==> run_1/sizing.png <==
Scale bar: 50 µm.
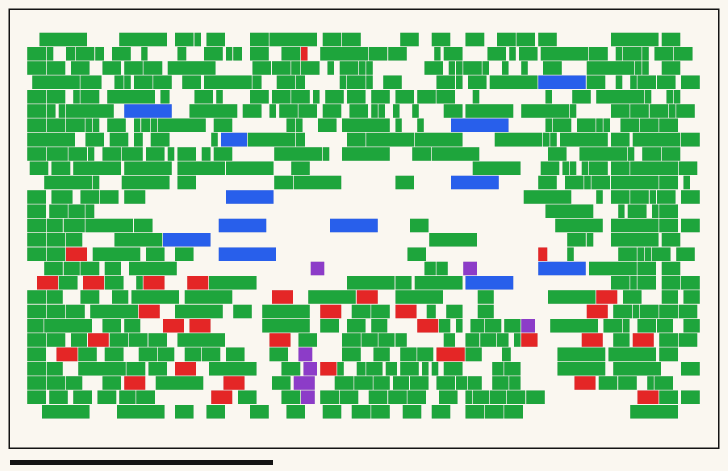
==> run_1/gates.png <==
Scale bar: 50 µm.
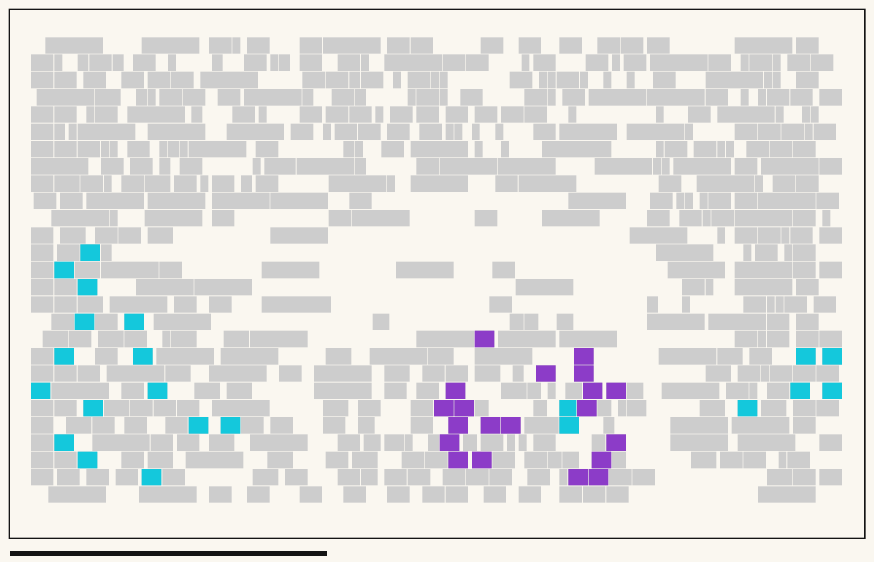
==> run_1/ff_map.png <==
Scale bar: 50 µm. Other sequential cells in the stronger grey, the rest of the logic in the fainter grey.
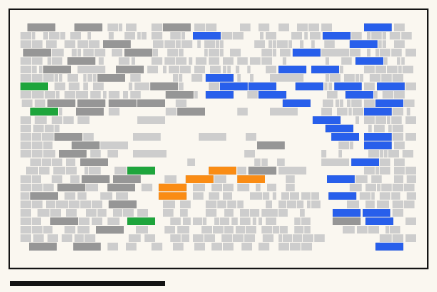
==> run_1/class_map.png <==
Scale bar: 50 µm.
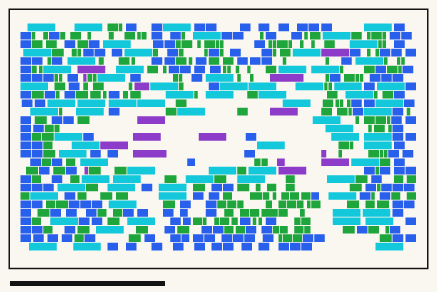
Design ex_operand_stage_flat, sky130hd; sources not shown.
==> run summary <==
Flow results follow.

The run finished with clean final reports. Before placement the cells fill 39.0% of the core. The initial antenna violation count is 0.

The routed wire length is between 10,000 and 15,000 µm. The clock tree cell share of total cell area is 5.26%. The fraction of the mapped netlist area in compound gates is 8.57%. The total clock buffers created by CTS is 9. Logic depth along the worst register-to-register path is recorded as 5.

The data required time of the critical path is around 4.8 ns. The count of nets left with antenna violations once routing finished came out at 0. The total met3 wirelength after detailed routing is around 1200 µm. In the final run the clock tree shows a worst skew of between 0.008 and 0.009 ns.

The highest metal layer with signal wires is met4. The data arrival time of the worst path is between 3 and 4 ns. The timing report gives the biggest stage delay along the critical path as around 0.54 ns. The number of H-tree branching levels is 3. The post-synthesis adder-cell area fraction is 0%. The smallest hold slack is between 0.4 and 0.5 ns. Wire segments on met2 add up to ~4800 µm in the final route.

The number of combinational gates with multiple inputs is between 150 and 200. The number of violations of the max-capacitance limit is 0. The number of clock sinks is around 76.

The detailed-routing iteration count for the pre-antenna-repair pass is 4. In this run, synthesis produced a sequential element count of 76. The antenna diode instance count is 0.

The number of sequential storage elements is 76. The largest net degree at the start of global routing is a little under 80. The inverter tally of the final layout excluding the clock network is about 44. The number of OpenROAD warnings is 96. The count of clock buffers in the final design is 12. The chip area line of the yosys report is around 3700 µm². The synthesized netlist devotes ~4.8% of its cell area to XOR and XNOR gates. The largest fanout on the critical path is 3. Per the GRT log, the top usage layer is met2. The count of buffers added on input and output ports is approximately 200. The layout filler cell count is roughly 750. Looking at the area split, the leading class of cells is non-clock buffers. The buffer-and-inverter tally for the worst setup path is 2. The total via count in the routed design is between 3,000 and 4,000. The worst register-to-register path has a setup slack of just under 3 ns. Setup repair after global routing left no endpoint under its margin. IR analysis of the VDD net gives a maximum drop of about 260 µV.

For this run, global-route usage on met1 was measured as roughly a quarter. The signal on the critical path passes through clkdlybuf4s50_1 -> or4_1 -> o21a_1 -> a221oi_2 -> buf_4. The number of buffers inserted by post-CTS setup repair is 0. All stages included, the depth of the critical timing path comes to 5. According to the I/O placement log, the pin count is roughly 270. The simple logic cell fraction of the synthesized area is about 5.9%. The global route total overflow is 0. The report puts the hold buffer count at CTS at 0. The via count of the first global-routing pass came to approximately 3,300. The final count of hold timing violations is 0. Of the synthesized area, sequential elements account for 51.9%. The worst path uses 73.3% of the clock period. The kind of cell adding the most delay to the critical path is buffers and inverters. The number of stages on the worst hold path is 1. Detailed placement finished with a half-perimeter wire length of approximately 8000 µm. Per the CTS log, the buffer count on the longest clock path is 2.

The report lists the number of cells resized after CTS as 0. The post-synthesis cell count is ~330. Per the OpenROAD floorplan log, the height of the die is about 83 µm.

The cell chosen for the clock root is sky130_fd_sc_hd__clkbuf_16. The achievable clock frequency is ~0.23 GHz. The pin closest to its max-slew limit shows a slew of roughly 1.2 ns. The total negative setup slack is 0 ns.

The clock tree from TritonCTS is built. The met1 routed wirelength after detailed routing is 4450 µm. Checking max transition, the worst relative margin is 19.7%. The fraction of final cell area spent on non-clock buffers in this run is around a third.

The last weighted congestion value of the routability-driven placer is 0.811. In the global route stage, met2 resource usage came out at 31.3%. The post-route netlist has 9.49% of its cells at a drive strength greater than 1. The summed instance area of the synthesized netlist is 3670 µm².
Notes on sizing.png above:
| size | colour | cells |
|---|---|---|
| x6 and larger | blue | 12 |
| x3 and x4 | purple | 7 |
| x1 and smaller | green | 477 |
| x2 | red | 31 |
area growth from synthesis to final layout: 65.6%
final standard cell area without fillers: 6070 µm²
Signal buffers: 202
final worst setup slack: 1.60 ns

Notes on gates.png above:
| family | colour | cells |
|---|---|---|
| xor and xnor cells | purple | 20 |
| non-inverting ao/oa cells | cyan | 22 |
final cell count without fillers: 657
combinational share of cell area: 24.9%
most frequent standard cell in the layout excluding fill and tap cells: sky130_fd_sc_hd__clkdlybuf4s50_1

Notes on ff_map.png above:
| name in the netlist | colour | placed flops |
|---|---|---|
| u_core.bus.ex_dest_addr | orange | 5 |
| u_core.bus.ex_op | green | 4 |
| u_core.bus.ex_in1 | blue | 32 |
not coloured: 35
fraction of standard cell area that is sequential: 31.3%
fraction of the core area covered by cells at the end of the flow: 64.6%
sequential logic power: 673 µW
flip-flop and latch area: 1900 µm²

Notes on class_map.png above:
| class | colour | cells | share of their area |
|---|---|---|---|
| clock drivers and dummy loads | purple | 16 | 5.4% |
| sequential cells | cyan | 76 | 32% |
| remaining logic cells | green | 233 | 28% |
| remaining buffers and delay cells | blue | 202 | 34% |
Floorplan Core Area: 9390 µm²
placement row count: 27

==> run 1: cell families (layout without fill, tap and decap cells) <==
logic type,Yosys count,count (layout)
multiplexers,75,75
AND-OR/OR-AND,44,44
buffers and inverters,61,262
flip-flops,76,76
AND/OR/NAND/NOR,50,50
XOR/XNOR,20,20
==> run 1: where the power goes <==
part | switching (µW) | internal [µW]
combinational | 893 | 329
clock | 201 | 375
sequential | 61.6 | 611
==> run 1: metrics by stage <==
stage / power, µW / setup slack, ns / utilization, % / instances / area, µm²
floorplan: 1560 / 1.49 / - / 326 / 3670
global placement: 1890 / 1.60 / 61.2 / 641 / 5750
detailed placement: 1910 / 1.60 / 61.2 / 641 / 5750
CTS: 2500 / 1.59 / 64.6 / 657 / 6070
global route: 2570 / 1.52 / 64.6 / 657 / 6070
finish: 2470 / 1.60 / 64.6 / 657 / 6070
==> run 1: layout by cell type (no fill, tap or decap), drive strengths merged, types with 4 or more instances in the layout <==
cell type,n
buf,5
dfrtp,76
inv,44
nand2,35
a21oi,18
xnor2,20
mux2,32
mux2i,43
nand4,4
clkdlybuf4s50,197
clkbuf,12
a22o,20
==> run 1: cell usage after synthesis, drive strengths merged <==
master | instances | area share (%)
o21ai | 1 | 0.14
nor3 | 2 | 0.27
o22a | 1 | 0.24
buf | 8 | 1.8
inv | 44 | 4.5
mux2 | 32 | 9.8
o21a | 1 | 0.20
o22ai | 2 | 0.34
nor2 | 3 | 0.31
clkbuf | 9 | 0.92
and2 | 2 | 0.34
mux2i | 43 | 12
nand4 | 4 | 0.68
xnor2 | 20 | 4.8
nand2b | 2 | 0.34
a221oi | 1 | 0.41
dfrtp | 76 | 52
a22o | 20 | 4.8
nand2 | 35 | 3.6
a21oi | 18 | 2.5
or4 | 2 | 0.41
Power figures rest on the tool's default switching activity, not on a simulated workload.
